==> config.mk <==
export PLATFORM = sky130hd
export DESIGN_NAME = fir_out_requant_fifo_flat
export DESIGN_NICKNAME = d
export VERILOG_FILES = /design/src/rtl/fir_out_requant_fifo_if.sv /design/src/rtl/fir_out_requant_fifo.sv /design/src/flat_wrapper.sv
export SDC_FILE = /design/constraint.sdc
export NUM_CORES = 1
export LEC_CHECK = 0
export CAP_MARGIN = 15
export CORE_ASPECT_RATIO = 2
export CORE_MARGIN = 1
export CORE_UTILIZATION = 42
export CTS_CLUSTER_DIAMETER = 40
export DETAILED_ROUTE_END_ITERATION = 6
export GPL_TIMING_DRIVEN = 0
export PLACE_DENSITY_LB_ADDON = 0.1
export SKIP_LAST_GASP = 1
export SYNTH_ARGS = -nofsm -noshare
export SYNTH_HDL_FRONTEND = slang
export SYNTH_SLANG_ARGS = --single-unit
==> constraint.sdc <==
create_clock -name clk100 -period 2.2 [get_ports clk100]
set_input_delay 0.44 -clock clk100 [delete_from_list [all_inputs] [get_ports clk100]]
set_output_delay 0.44 -clock clk100 [all_outputs]
set_load 0.02 [all_outputs]
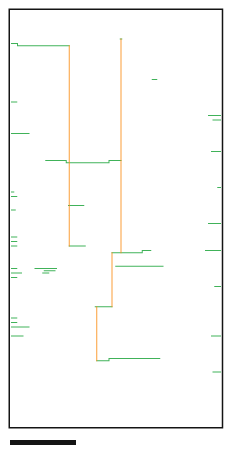
**Above:** run 1 (signal wires by layer).
The bar under the picture is 20 um long. Two of the layers only.
layer	color	wire length
metal 4	orange	158 um
metal 3	green	174 um
via count: 1921
Routed WL: 5777 um

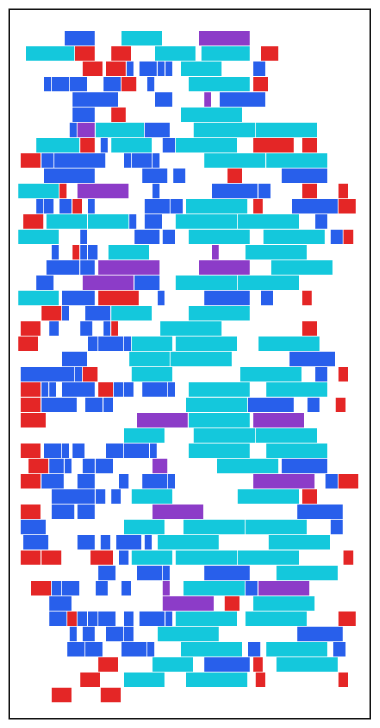
**Above:** run 1 (placed cells, one color a class).
class	color	cells	share of their area
clock drivers and dummy loads	purple	16	7.8%
other buffers and delay cells	red	57	12%
combinational and other logic	blue	141	32%
flops	cyan	72	48%
Final Util: 0.5612
register share of the cell area: 0.4672

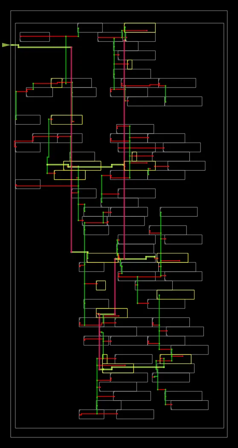
**Above:** run 1 (clock wiring as the flow saved it).
CTS Buf Count: 9
clock tree buffer count of the final layout: 10
worst skew pair latency: 0.33 ns

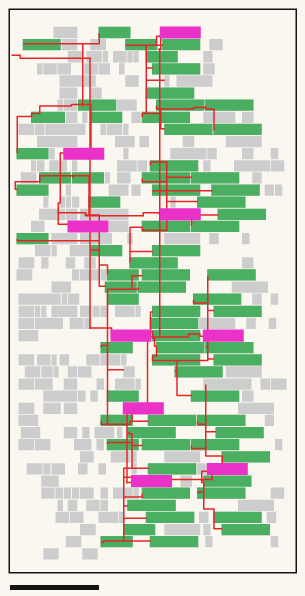
**Above:** run 1 (clock wires, drivers and flops).
The bar under the picture is 20 um long.
[clock wires] red | length: 841 um
[flip-flops] green | count: 72
[clock drivers] magenta | count: 9
routed clock nets	10
Post-Route Skew: 0.003266 ns
clock share of power: 0.336

==> job_summary.md, run 1 <==
## PnR job results

| Metric | Value |
|---|---|
| Run status | finished, violations left |
| Violated checks | setup timing |
| Fa+ha+maj area frac | 0.03715 |
| Die Ht | 126.1 um |
| Initial Utilization | 0.4383 |
| RSZ-0062 raised after global routing | yes |
| Worst Setup Slack, final | -0.003627 ns |
| Reg2reg path depth | 10 |
| Chip area | about 8000 um2 |
| Ys async rst share | 0 |
| CTS H-tree depth | 3 |
| Antenna diodes | 0 |
| Nets | 316 |
| Count of plain and timing-repair buffers | 57 |
| Most frequent cells in the layout | edfxtp_1, clkdlybuf4s50_1, nor2_1 |
| Layout fillers | roughly 630 |
| Fmax | 453.8 MHz |
| Crit start category | flop |
| Ys flop type | edfxtp_1 |
| Post-Syn Area | 3233 um2 |
| Fin crit share | 1.002 |
| Leakage | about 1.5 nW |
| Crit path DRT | 1.76 ns |
| Cell Area, Placed | 3724 um2 |
| Vias in the first global route | slightly below 2000 |
| Drc violations | 0 |
| Min Clock Period, post-route | 2.204 ns |
| GR peak layer | met2 |
| Cts repair resizes | 39 |
| GR Util met2 | 0.3060 |
| Routed wl met2 | 3333 um |
| Tapcell Cnt | 92 |
| Logic pwr share | 0.297 |
| CTS clk-pin slew, worst paths | 0.05 ns |
| Pre-CTS setup slack | -0.4091 ns |
| Area of the multi-input gates | 1252 um2 |
| Crit. path cell count | 4 |
| Flop2flop setup slack | around 0.020 ns |
| Psw | 1.235 mW |
| Slew margin rel. | 0.5545 |
| Registers | 72 |
| Fraction of layout cells with a size suffix above 1 | 0.3042 |
| Final setup viols | 1 |
| Non-filler instance count after layout | 378 |
| And+or+nand+nor area frac | 0.1273 |
| Row cnt | 44 |
| Top class by area | registers |
| Crit-path cells | buf_12, mux4_2, and2_1, clkdlybuf4s15_1 |
| Most frequent cell after synthesis | edfxtp_1 |
| Crit path buffers/inverters | 2 |
| Overall Global Routing Usage | 0.1654 |
| Yosys cell count | 224 |
| Clock Sinks | a little over 70 |
| Minimum hold slack | 0.4696 ns |
| Largest delay share family, worst path | multiplexers |
| Mux share | 0.08669 |
| Synth-to-Final Area Change | 28.06% |
| Gate Count Post-Synth | around 220 |
| Internal Power | 3.233 mW |
| Tool warnings | 39 |
| Top post-synthesis cells by count | edfxtp_1, dfxtp_1, nor2_1 |
| Clock buffer depth | 2 |
| Final Hold Vio Count | 0 |
| Final Cell Area | 4140 um2 |
| Syn. warnings | 0 |
| Seq. cell area | 1934 um2 |
| Post-DR wirelength/cell | 15.28 um |
| Hold Buf Count CTS | 0 |
| Tot Pwr | about 4.5 mW |
| Setup CP Type | flop to primary output |
| Top power group | registers |
| Post-synthesis chip area from yosys | 3233 um2 |
| Top area cell types | edfxtp_1, dfxtp_1, mux4_2, a211oi_2, and2_1 |
| Top comb family, area | simple AND/OR/NAND/NOR gates |
| Clock distribution power | 1.50 mW |
| HP Class | flop to flop |
| CP Max Fanout | 10 |
| Grt total ovfl | 0 |
| Maxcap violations | 0 |
| Hpwl dp | just over 4000 um |
| Top Metal Used | met4 |
| Setup tns final | -0.003627 ns |
| Clock root cell | clkbuf_16 |
| ANT nets after route | 0 |
| Netlist cell types | 38 |
| Net Sw Frac | 0.2764 |
| Synth area leader | edfxtp_1 |
==> run 2: changes to the inputs <==
--- a/config.mk
+++ b/config.mk
@@ -11,6 +11,7 @@
 export CORE_UTILIZATION = 42
 export CTS_CLUSTER_DIAMETER = 40
 export DETAILED_ROUTE_END_ITERATION = 6
+export GPL_ROUTABILITY_DRIVEN = 1
 export GPL_TIMING_DRIVEN = 0
 export PLACE_DENSITY_LB_ADDON = 0.1
 export SKIP_LAST_GASP = 1
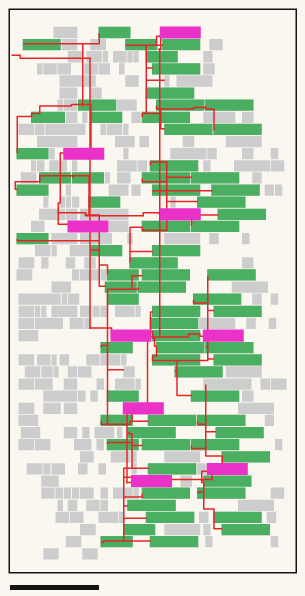
**Above:** run 2 (clock wires, drivers and flops).
The bar under the picture is 20 um long.
[flip-flops] green | count: 72
[clock wires] red | length: 841 um
[clock drivers] magenta | count: 9
routed clock nets	10
clock distribution power: 1.50 mW

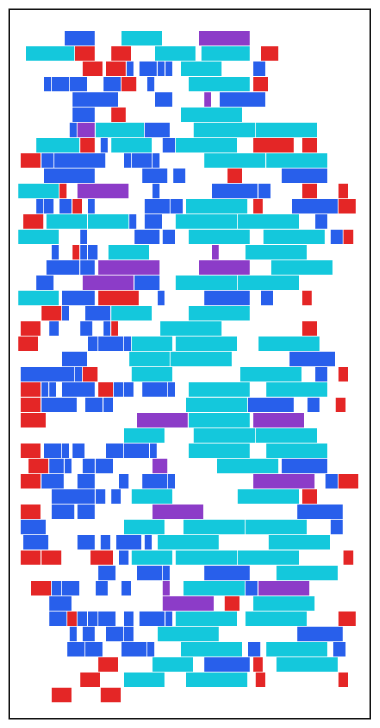
**Above:** run 2 (placed cells, one color a class).
class	color	cells	share of their area
combinational and other logic	blue	141	32%
flops	cyan	72	48%
clock drivers and dummy loads	purple	16	7.8%
other buffers and delay cells	red	57	12%
Final Cell Area: 4140 um2
core area: 7377 um2
row cnt: 44

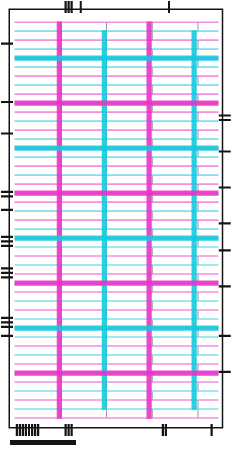
**Above:** run 2 (floorplan with the power grid).
The bar under the picture is 20 um long. Pins as bars on the die edge. Tap cells in gray.
net	color
VSS	magenta
VDD	cyan
rows	44
tap cells	92
signal pins	44
peak supply drop: 0.5430 mV
die width: 64.04 um

==> run 2 against run 1 <==
Compared with the run above:
- the flow still finishes with violations (setup timing)
- synthesized cell count stayed put
- clock power hardly changed
- area after synthesis stayed put
- highest routed layer unchanged
- largest cell class unchanged
==> job_summary.md, run 2 <==
## PnR job results

| Metric | Value |
|---|---|
| Cell Area, Placed | 3724 um2 (unchanged) |
| Fmax | 453.8 MHz (unchanged) |
| Tot Pwr | 4.468 mW (unchanged) |
| Setup CP Type | flop to primary output (unchanged) |
| Largest delay share family, worst path | multiplexers (unchanged) |
| GR Util met2 | 0.3060 (unchanged) |
| Top post-synthesis cells by count | edfxtp_1, dfxtp_1, nor2_1 (unchanged) |
| Post-Route Skew | 0.003266 ns (unchanged) |
| Vias in the first global route | 1959 (unchanged) |
| ANT nets after route | 0 (unchanged) |
| Net Sw Frac | 0.2764 (unchanged) |
| CTS H-tree depth | 3 (unchanged) |
| Fa+ha+maj area frac | 0.03715 (unchanged) |
| Top power group | registers (unchanged) |
| Nets | 316 (unchanged) |
| Top area cell types | edfxtp_1, dfxtp_1, mux4_2, a211oi_2, and2_1 (unchanged) |
| GR peak layer | met2 (unchanged) |
| Worst skew pair latency | 0.33 ns (about the same) |
| CP Max Fanout | 10 (unchanged) |
| And+or+nand+nor area frac | 0.1273 (unchanged) |
| Syn. warnings | 0 (unchanged) |
| Crit path DRT | 1.76 ns (about the same) |
| Setup tns final | -0.003627 ns (unchanged) |
| Area of the multi-input gates | 1252 um2 (unchanged) |
| Critical Path AT | 1.76 ns (about the same) |
| Mux share | 0.08669 (unchanged) |
| Slew margin rel. | 0.5545 (unchanged) |
| Pre-CTS setup slack | -0.4091 ns (unchanged) |
| Top comb family, area | simple AND/OR/NAND/NOR gates (unchanged) |
| Ys async rst share | 0 (unchanged) |
| Top class by area | registers (unchanged) |
| Crit. path cell count | 4 (unchanged) |
| Synth-to-Final Area Change | 28.06% (unchanged) |
| Logic pwr share | 0.297 (about the same) |
| Final Hold Vio Count | 0 (unchanged) |
| Clock Sinks | 72 (unchanged) |
| Overall Global Routing Usage | 0.1654 (unchanged) |
| Most frequent cell after synthesis | edfxtp_1 (unchanged) |
| Hold Buf Count CTS | 0 (unchanged) |
| Comb power | 1.33 mW (about the same) |
| Initial Utilization | 0.4383 (unchanged) |
| Netlist cell types | 38 (unchanged) |
| Seq. cell area | 1934 um2 (unchanged) |
| CTS clk-pin slew, worst paths | 0.05 ns (about the same) |
| Final setup viols | 1 (unchanged) |
| Min Clock Period, post-route | 2.204 ns (unchanged) |
| Top Metal Used | met4 (unchanged) |
| Yosys cell count | 224 (unchanged) |
| Internal Power | 3.233 mW (unchanged) |
| Registers | 72 (unchanged) |
| Most frequent cells in the layout | edfxtp_1, clkdlybuf4s50_1, nor2_1 (unchanged) |
| Violated checks | setup timing (unchanged) |
| Post-Syn Area | 3233 um2 (unchanged) |
| Tool warnings | 39 (unchanged) |
| Post-synthesis chip area from yosys | 3233 um2 (unchanged) |
| Grt met1 use | 0.1611 (unchanged) |
| CP max-delay cell | mux4_2 (unchanged) |
| Leakage | 1.497 nW (unchanged) |
| Crit path buffers/inverters | 2 (unchanged) |
| Maxcap violations | 0 (unchanged) |
| Hpwl dp | 4069 um (unchanged) |
| Clock buffer depth | 2 (unchanged) |
| Run status | finished, violations left (unchanged) |
| Non-filler instance count after layout | 378 (unchanged) |
| Synth area leader | edfxtp_1 (unchanged) |
| Routed wl met2 | 3333 um (unchanged) |
| Worst Setup Slack, final | -0.003627 ns (unchanged) |
| Routed WL | 5777 um (unchanged) |
| Minimum hold slack | 0.4696 ns (unchanged) |
| Grt total ovfl | 0 (unchanged) |
| Tapcell Cnt | 92 (unchanged) |
| Flop2flop setup slack | 0.02 ns (about the same) |
| Register share of the cell area | 0.4672 (unchanged) |
| Antenna diodes | 0 (unchanged) |
| Layout fillers | 634 (unchanged) |
| Gate Count Post-Synth | 224 (unchanged) |
| Crit-path cells | buf_12, mux4_2, and2_1, clkdlybuf4s15_1 (unchanged) |
| Final Util | 0.5612 (unchanged) |
No activity file was given, so power comes from the tool's default toggle rates.
